## src/rtl/nn_mem_arbiter.sv

```systemverilog
// Two-port round-robin arbiter in front of a single-port word RAM, with a
// bounded bus lock for port 1 and range-checked error responses.

module nn_mem_arb_port #(
    parameter int RAM_WORDS = 1024,
    parameter int AW        = 10
) (
    input  logic          CLK,
    input  logic          RST_N,
    input  logic [31:0]   addr,
    input  logic          we,
    input  logic          gnt,
    input  logic [31:0]   ram_rdata,
    output logic          legal,
    output logic [AW-1:0] word,
    output logic          rvalid,
    output logic [31:0]   rdata,
    output logic          err
);
    logic vld_q, err_q, rd_q;

    assign legal = (addr[1:0] == 2'b00) && ({2'b00, addr[31:2]} < 32'(RAM_WORDS));
    assign word  = addr[AW+1:2];

    always_ff @(posedge CLK) begin
        if (!RST_N) begin
            vld_q <= 1'b0;
            err_q <= 1'b0;
            rd_q  <= 1'b0;
        end else begin
            vld_q <= gnt;
            err_q <= gnt & ~legal;
            rd_q  <= gnt & legal & ~we;
        end
    end

    // Response side is masked during reset so a stale response never leaks out.
    assign rvalid = RST_N & vld_q;
    assign err    = RST_N & vld_q & err_q;
    assign rdata  = (RST_N & vld_q & rd_q) ? ram_rdata : 32'h0;
endmodule

module nn_mem_arbiter #(
    parameter int RAM_WORDS = 1024,
    parameter int AW        = 10,
    parameter int LOCK_MAX  = 16
) (
    input  logic          CLK,
    input  logic          RST_N,
    input  logic          m0_req,
    input  logic          m0_we,
    input  logic [31:0]   m0_addr,
    input  logic [31:0]   m0_wdata,
    output logic          m0_gnt,
    output logic          m0_rvalid,
    output logic [31:0]   m0_rdata,
    output logic          m0_err,
    input  logic          m1_req,
    input  logic          m1_we,
    input  logic [31:0]   m1_addr,
    input  logic [31:0]   m1_wdata,
    output logic          m1_gnt,
    output logic          m1_rvalid,
    output logic [31:0]   m1_rdata,
    output logic          m1_err,
    input  logic          m1_lock,
    output logic          lock_abort,
    output logic          ram_en,
    output logic          ram_we,
    output logic [AW-1:0] ram_addr,
    output logic [31:0]   ram_wdata,
    input  logic [31:0]   ram_rdata
);
    localparam int NUM_LANES = 2;
    localparam int CW        = $clog2(LOCK_MAX) + 1;

    localparam logic [0:0] ST_ARB    = 1'b0;
    localparam logic [0:0] ST_LOCKED = 1'b1;

    logic [0:0]    state;
    logic          last_gnt;
    logic          lock_armed;
    logic [CW-1:0] lock_cnt;
    logic          lock_end;
    logic          sel;

    logic [NUM_LANES-1:0]           req, we, gnt, legal, rvalid, err;
    logic [NUM_LANES-1:0][31:0]     addr, wdata, rdata;
    logic [NUM_LANES-1:0][AW-1:0]   word;

    assign req   = {m1_req, m0_req};
    assign we    = {m1_we, m0_we};
    assign addr  = {m1_addr, m0_addr};
    assign wdata = {m1_wdata, m0_wdata};

    assign lock_end = (lock_cnt == CW'(LOCK_MAX - 1));

    always_comb begin
        gnt = '0;
        if (RST_N) begin
            if (state == ST_LOCKED) begin
                // Dropping m1_lock releases the bus without a grant that cycle.
                if (m1_lock) gnt[1] = req[1];
            end else if (&req) begin
                gnt = last_gnt ? 2'b01 : 2'b10;
            end else begin
                gnt = req;
            end
        end
    end

    assign lock_abort = RST_N && (state == ST_LOCKED) && m1_lock && lock_end;

    for (genvar i = 0; i < NUM_LANES; i++) begin : g_lane
        nn_mem_arb_port #(.RAM_WORDS(RAM_WORDS), .AW(AW)) u_port (
            .CLK       (CLK),
            .RST_N     (RST_N),
            .addr      (addr[i]),
            .we        (we[i]),
            .gnt       (gnt[i]),
            .ram_rdata (ram_rdata),
            .legal     (legal[i]),
            .word      (word[i]),
            .rvalid    (rvalid[i]),
            .rdata     (rdata[i]),
            .err       (err[i])
        );
    end

    assign sel       = gnt[1];
    assign ram_en    = |(gnt & legal);
    assign ram_we    = ram_en & we[sel];
    assign ram_addr  = word[sel];
    assign ram_wdata = wdata[sel];

    assign {m1_gnt, m0_gnt}       = gnt;
    assign {m1_rvalid, m0_rvalid} = rvalid;
    assign {m1_err, m0_err}       = err;
    assign m0_rdata               = rdata[0];
    assign m1_rdata               = rdata[1];

    always_ff @(posedge CLK) begin
        if (!RST_N) begin
            state      <= ST_ARB;
            last_gnt   <= 1'b1;
            lock_cnt   <= '0;
            lock_armed <= 1'b1;
        end else begin
            if (gnt[0]) last_gnt <= 1'b0;
            if (gnt[1]) last_gnt <= 1'b1;
            if (!m1_lock) lock_armed <= 1'b1;
            if (state == ST_ARB) begin
                if (gnt[1] && m1_lock && lock_armed) begin
                    state    <= ST_LOCKED;
                    lock_cnt <= '0;
                end
            end else begin
                lock_cnt <= lock_cnt + 1'b1;
                if (!m1_lock) begin
                    state <= ST_ARB;
                end else if (lock_end) begin
                    // Forced release: hand the next tie to M0 and refuse re-lock
                    // until M1 lets go of m1_lock for a cycle.
                    state      <= ST_ARB;
                    last_gnt   <= 1'b1;
                    lock_armed <= 1'b0;
                end
            end
        end
    end
endmodule

```

## config.mk

```make
export PLATFORM = sky130hd
export DESIGN_NAME = nn_mem_arbiter
export DESIGN_NICKNAME = d
export VERILOG_FILES = /design/src/rtl/nn_mem_arbiter.sv
export SDC_FILE = /design/constraint.sdc
export NUM_CORES = 1
export LEC_CHECK = 0
export ABC_AREA = 1
export CORE_AREA = 10 10 102 104
export CTS_BUF_LIST = sky130_fd_sc_hd__clkbuf_8
export DETAILED_ROUTE_END_ITERATION = 8
export DIE_AREA = 0 0 112 114
export HOLD_SLACK_MARGIN = 0.05
export PLACE_DENSITY = 0.85
export SYNTH_ARGS = -nofsm -noshare
export SYNTH_HDL_FRONTEND = slang
export SYNTH_SLANG_ARGS = --single-unit
```

## constraint.sdc

```tcl
create_clock -name CLK -period 3.1 [get_ports CLK]
set_clock_uncertainty 0.05 [all_clocks]
set_input_delay 0.93 -clock CLK [delete_from_list [all_inputs] [get_ports CLK]]
set_output_delay 0.93 -clock CLK [all_outputs]
set_load 0.005 [all_outputs]
```

Fig. 1: ports around the boundary
Pins as bars across the die edge, other pins in grey.
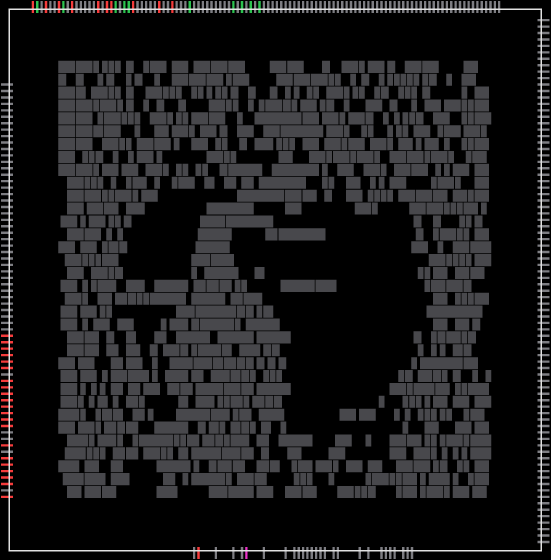
legend:
  ram_addr:
    colour: green
    pins: 10
    direction: output
    edge: top
  m0_addr:
    colour: red
    pins: 32
    direction: input
    edge: 21 left, 10 top, 1 bottom
  m0_req:
    colour: magenta
    pins: 1
    direction: input
    edge: bottom
I/O Buffers: 281
chip width: 112 µm
Die Ht: 114 µm

Fig. 2: routed metal, one colour a layer
Only two layers are drawn.
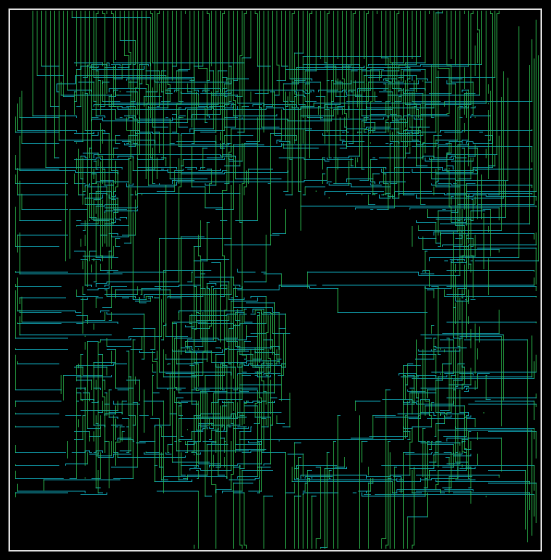
legend:
  met2:
    colour: green
    wire_length: 7500 µm
  met1:
    colour: cyan
    wire_length: 5420 µm

Fig. 3: sequential cells grouped by signal name
The bar under the picture is 20 µm long. Other sequential cells in the stronger grey, the rest of the logic in the fainter grey.
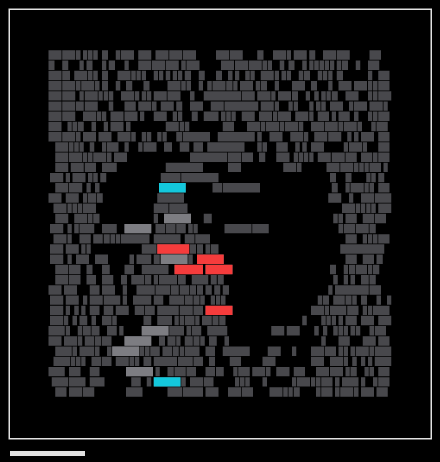
legend:
  g_lane.u_port.vld_q:
    colour: cyan
    placed_flops: 2
  lock_cnt:
    colour: red
    placed_flops: 5
    where: centre
not coloured: 7
register area: 285 µm²
Final Util: 62.5%
power in sequential cells: 191 µW
Seq area share: 5.40%

Fig. 4: logic cells by family
The bar under the picture is 20 µm long.
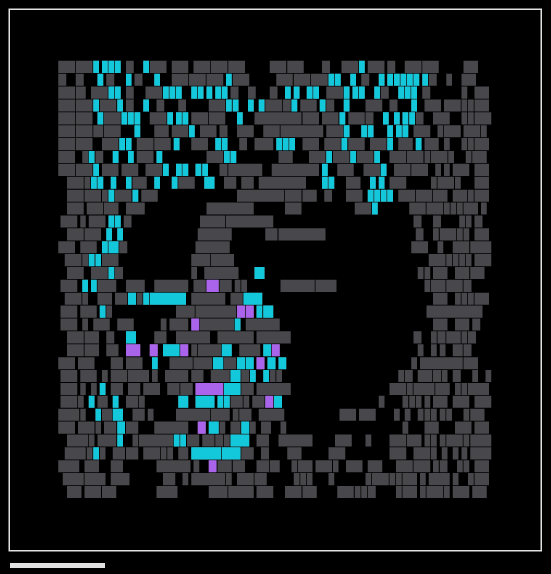
legend:
  inverting AOI/OAI gates:
    colour: purple
    cells: 13
  NAND gates:
    colour: cyan
    cells: 173

## worst reg2reg max path, cell delays in order (launching register included)
cell and delay (ns):
dfxtp_1 0.65, nor2_4 0.10, buf_6 0.14, a21oi_4 0.16, buf_6 0.13, buf_4 0.10
buf_4 0.09, nand3_2 0.09, a21oi_1 0.22
## metrics by stage
| step | cell area (µm²) | worst slack (ns) |
|---|---|---|
| floorplan | 1820 | 0.378 |
| global placement | 4880 | -0.656 |
| detailed placement | 4880 | -0.698 |
| CTS | 5280 | 0.000479 |
| global route | 5290 | -0.118 |
| finish | 5290 | -0.0193 |
## placed cells by master (no fill, tap or decap), drive strengths merged, types with 3 or more instances in the layout
cell and n:
nand2 156, nand3 12, dlymetal6s2s 15, dlygate4sd2 51
inv 47, clkdlybuf4s50 157, clkbuf 41, a21oi 9
clkdlybuf4s15 6, nor2 101, nand4 5, o21ai 3
or2 3, buf 72, dfxtp 14
## flip-flops by register name (all words and copies together), names as in the netlist
signal	flops
g_lane.u_port.vld_q	2
last_gnt	1
g_lane.u_port.rd_q	2
g_lane.u_port.err_q	2
lock_armed	1
state	1
lock_cnt	5
## power by group through the flow
stage               combinational [mW]  sequential (mW)  clock (mW)
finish                           0.504            0.191       0.178
global route                     0.540            0.191       0.190
global placement                 0.459            0.193           0
floorplan                        0.118            0.191           0
CTS                              0.502            0.190       0.179
detailed placement               0.467            0.194           0
## layout make-up
class                      count  area (µm²)  area share [%]
clock buffer                   4        55.1            1.04
inverter                      49         195            3.69
multi-input combinational    292        1330            25.1
sequential                    14         285            5.40
tap                          108         135            2.56
timing repair buffer         339        3290            62.2
## routing by layer
metal	share of wire, %	GRT usage, %	up-vias
li1	-	-	1748
met1	36	21.3	1600
met2	50	38.4	230
met3	9.4	7.40	43
met4	3.7	8.12	0
met5	0	0	-
==> impl_metrics.tcl <==
# collected from the flow reports
set metrics [dict create \
    status "complete, but fails checks" \
    slowest_stage "a21oi_4" \
    drt-wirelength-per-cell_um 18.5 \
    grt_pass1_wl_mm 21.6 \
    edf_count 0 \
    viasPerCell 4.49 \
    fa_ha_area_share_pct 1.38 \
    slowest_delay_ns 0.16 \
    warnings 27 \
    fin_cells 806 \
    place_congestion 0.846 \
    diodes 0 \
    antenna_found_initial 0 \
    cts-root-buf "clkbuf_8" \
    cts_buffer_depth 2 \
    crit_path_end "ram_we" \
    cts_buffers 3 \
    clkSlewWorstSetupHoldPaths_ns 0.06 \
    worstRegToRegCells 8 \
    worstPathArrival_ns 2.14 \
    crit_family "buffers and inverters" \
    min_path_type "flip-flop to flip-flop" \
    p_leak_nw 3.05 \
    hold_viol 0 \
    synth_top_area_share_pct 31.6 \
    violations "setup timing" \
    setup_viol 1 \
    rsz0062_at_grt "true" \
    ys_top_cells_by_count "nand2_1 (153), nor2_1 (100), inv_1 (46)" \
    drt_first_pass_iters 4 \
    dp.cells 767 \
    design.core.area_um2 8470 \
    hold_path_startpoint "lock_cnt[4]$_SDFFE_PN0P_" \
    crit_type "input port to output port" \
    synth_cell_type_count 23 \
    yosysMostFrequentCell "nand2_1" \
    synthArstFlopShare_pct 0 \
    setup_ws_ns -0.0193 \
    drtAntennaViolNets 0 \
    swShare_pct 28.9 \
    fin_crit_ns 3.12 \
    grt_pass1_vias 3744 \
    startpoint "m0_req" \
]
Power figures rest on the tool's default switching activity, not on a simulated workload.
